==> config.mk <==
export PLATFORM = sky130hd
export DESIGN_NAME = alarm_response_ctrl
export DESIGN_NICKNAME = d
export VERILOG_FILES = /design/src/rtl/alarm_pkg.sv /design/src/rtl/alarm_blink_gen.sv /design/src/rtl/alarm_response_ctrl.sv
export SDC_FILE = /design/constraint.sdc
export NUM_CORES = 1
export LEC_CHECK = 0
export CORE_ASPECT_RATIO = 0.9
export CORE_MARGIN = 1.5
export CORE_UTILIZATION = 59
export CTS_CLUSTER_DIAMETER = 150
export DETAILED_ROUTE_END_ITERATION = 7
export HOLD_SLACK_MARGIN = 0.06
export PLACE_DENSITY = 0.87
export SLEW_MARGIN = 10
export SYNTH_ARGS = -nofsm -noshare
export SYNTH_HDL_FRONTEND = slang
export SYNTH_SLANG_ARGS = --single-unit
==> constraint.sdc <==
create_clock -name clk -period 3.8 [get_ports clk]
set_input_delay 0.76 -clock clk [delete_from_list [all_inputs] [get_ports clk]]
set_output_delay 0.76 -clock clk [all_outputs]
set_load 0.05 [all_outputs]
**Signal wires on met1**

Bar = 20 um.
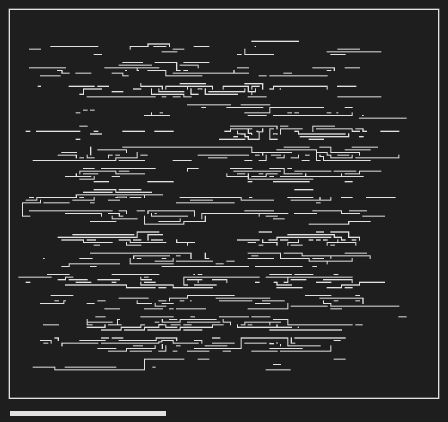
The wires run mostly horizontal. The layer carries 1340 um of wire. The longest straight run is 16.6 um. 161 nets have wire on it.
GR Util met1: 30.8%
total wire length: 2830 um

**Wiring heat map**

Bar = 20 um. 11 x 10 tiles, from black (low) to pale yellow (high), scaled to the fullest tile. Values are wire area over tile area, all layers added.
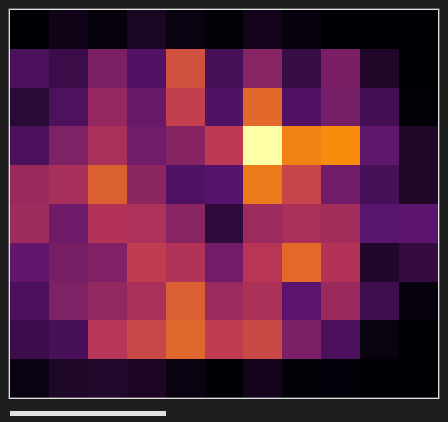
16% of the tiles are over half the peak. 13% of the tiles are nearly empty. The mean over all tiles is 0.16. The fullest tile reaches 0.58.
gr usage total: 22.8%
per-cell routed wire length: 14.2 um
via count: 1227

**The metal 2 layer**

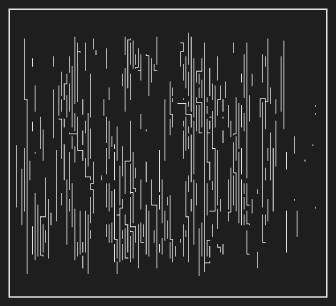
The longest straight run is 39.8 um. The wires run mostly vertical. The layer holds 48% of the routed length. 157 nets have wire on it.
met2 Use GR: 37.5%

**Cell area per tile**

Bar = 20 um. 11 x 10 tiles, from black (low) to pale yellow (high), 0 to 100% covered.
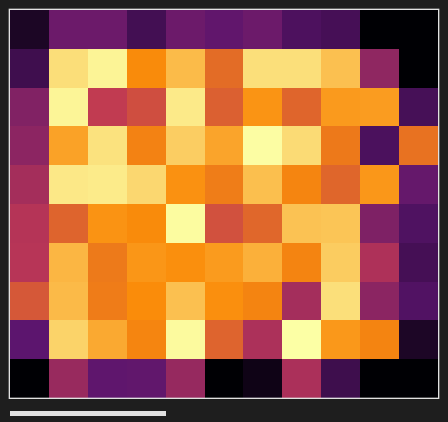
The mean over all tiles is 58%. 39% of the tiles are over 75% full. The densest ninth of the die: center.
fp_density: 63.9%
core area: 2240 um2
final core utilization: 72.3%

==> results.cfg <==
; synthesis and place-and-route metrics
[status]
outcome = finished, final reports clean

[timing]
rsz0062_at_grt = false
setup_viol = 0
skew_ns = 0.00533
fin_tns_setup_ns = 0
timing.fmax_ghz = 0.389
period_used_pct = 67.7
relSlewSlack_pct = 51.1

[logic_synthesis]
synthArstFlopShare_pct = 0
synth_flops = 28
postSynthSeqShare_pct = 39.1
ys_area_um2 = 1430
syn_inst = 157
synth_area_um2 = 1430
synth_cell_types = 50
edf_count = 0
ys_cells = 157
synth.yosys.warnings = 0
fp_nets = 166

[routing]
routed.top_layer = met4
first_pass_iters = 4
met1_length_um = 1340
vias_per_cell = 6.17
drcViolationCount = 0
drtIter0Drc = 26
dr_wl_met2_um = 1340
dr_wl_met3_um = 137

[clock_network]
path_clk_slew_ns = 0.14
ctsResizeCount = 0
cts-root-buf = clkbuf_4
cts-buffers-inserted = 3
cts.sinks = 28
clk_latency_ns = 0.32
post_cts_buffers = 0
cts_tree = done
ctsHoldBuffers = 0

[worst_setup_path]
crit_path_max_incr_delay_ns = 0.81
required_ns = 3.04
cp-end-kind = output port
r2r_slack_ns = 1.67
cp_max_fo = 8
cp.depth = 2
worst-path-buf-inv = 1
path_cells = nor2b_1, clkdlybuf4s50_1
worstSetupPathType = flip-flop to output port
arrival_ns = 1.81
slowest_stage = clkdlybuf4s50_1
cpLargestDelayFamily = buffers and inverters
rr_worst_depth = 6

[floorplan]
die_h_um = 49.8
ios = 16
die_w_um = 54.9
dieArea_um2 = 2730
core.rowCount = 16

[global_routing]
grt_pass1_vias = 1087
grt_pass1_wl_um = 4730

[power_and_ir_drop]
p_leak_nw = 0.638
power_density_nw_per_um2 = 326
power_mw = 0.528
peakVddDrop_uv = 372

[final_layout]
syn_to_final_growth_pct = 13.1
layout.cells.non_filler = 199
fillers = 172
combGateArea_um2 = 820
antennaDiodeCount = 0
seq_area_um2 = 561

[min_path]
hp-class = flip-flop to flip-flop
holdPathStages = 1

[place]
gp_routability_congestion = 0.806
==> cell usage in the layout, fill, tap and decap left out, types with 2 or more instances in the layout <==
cell type        Yosys  routed
a211oi_1             2       2
a21oi_1             10      10
clkbuf_4             0       3
clkdlybuf4s50_1      0      15
dfxtp_1             28      28
ha_1                 5       5
inv_1                9       9
mux2i_1              5       5
nand2_1              6       6
nand2b_1             4       4
nand3_1              6       6
nand4_1              3       3
nor2_1              17      17
nor2b_1              4       4
nor3_1               3       3
nor3b_1              2       2
nor4_1               3       3
o31ai_1              4       4
or3_1                5       5
or4_1                4       4
xnor2_1              3       3
xor2_1               3       3
==> logic make-up after synthesis <==
kind of cell,Yosys count,share of synthesized area (%)
adders and majority gates,5,4.37
DFF,28,39.1
and+or+nand+nor,72,31.7
xor gates and xnor gates,6,3.67
muxes,6,4.28
AOI/OAI and AO/OA,28,13.2
buffers and inverters,12,3.67
==> final cells by class <==
type / count / area share (%)
repair buffers: 15 / 9.27
well taps: 27 / 2.08
clock buffers: 3 / 1.39
inverters: 9 / 2.08
multi-input cells: 117 / 50.6
flip-flops and latches: 28 / 34.6
==> through the flow <==
step	worst slack, ns	util (%)	hold slack (ns)
6_report	1.23	72.3	0.492
3_3_place_gp	1.23	71.3	0.462
3_5_place_dp	1.15	71.3	0.474
2_1_floorplan	1.51	-	0.440
5_1_grt	1.14	72.3	0.511
4_1_cts	1.22	72.3	0.493
==> synthesized netlist by cell type, drive strengths merged, types with 2 or more instances <==
master  instances  share of area, %
a211oi          2               1.0
or4             6               3.5
inv             9               2.4
xnor2           3               1.8
dfxtp          28                39
a21oi          10               3.5
nor2           17               4.5
nor4            5               3.7
nor3b           3               1.9
o31ai           4               2.1
nand2b          4               1.7
xor2            3               1.8
clkbuf          2              0.52
nor2b           4               1.7
nand2           6               1.6
mux2i           5               3.5
ha              5               4.4
nand3           7               2.8
or3             5               2.2
nand4           3               1.3
nor3            3               1.0
==> routing by layer <==
metal,track usage (%),vias up
met5,0,-
met4,1.22,0
met3,6.67,2
met2,37.5,28
met1,30.8,593
li1,-,604
==> where the power goes <==
part	internal [mW]	switching [mW]	leakage [nW]	total, mW
combinational	0.0397	0.0496	0.397	0.0893
clock	0.0372	0.0829	0.0138	0.120
sequential	0.304	0.0145	0.227	0.318
total	0.381	0.147	0.638	0.528
Power and IR drop assume default switching activity.
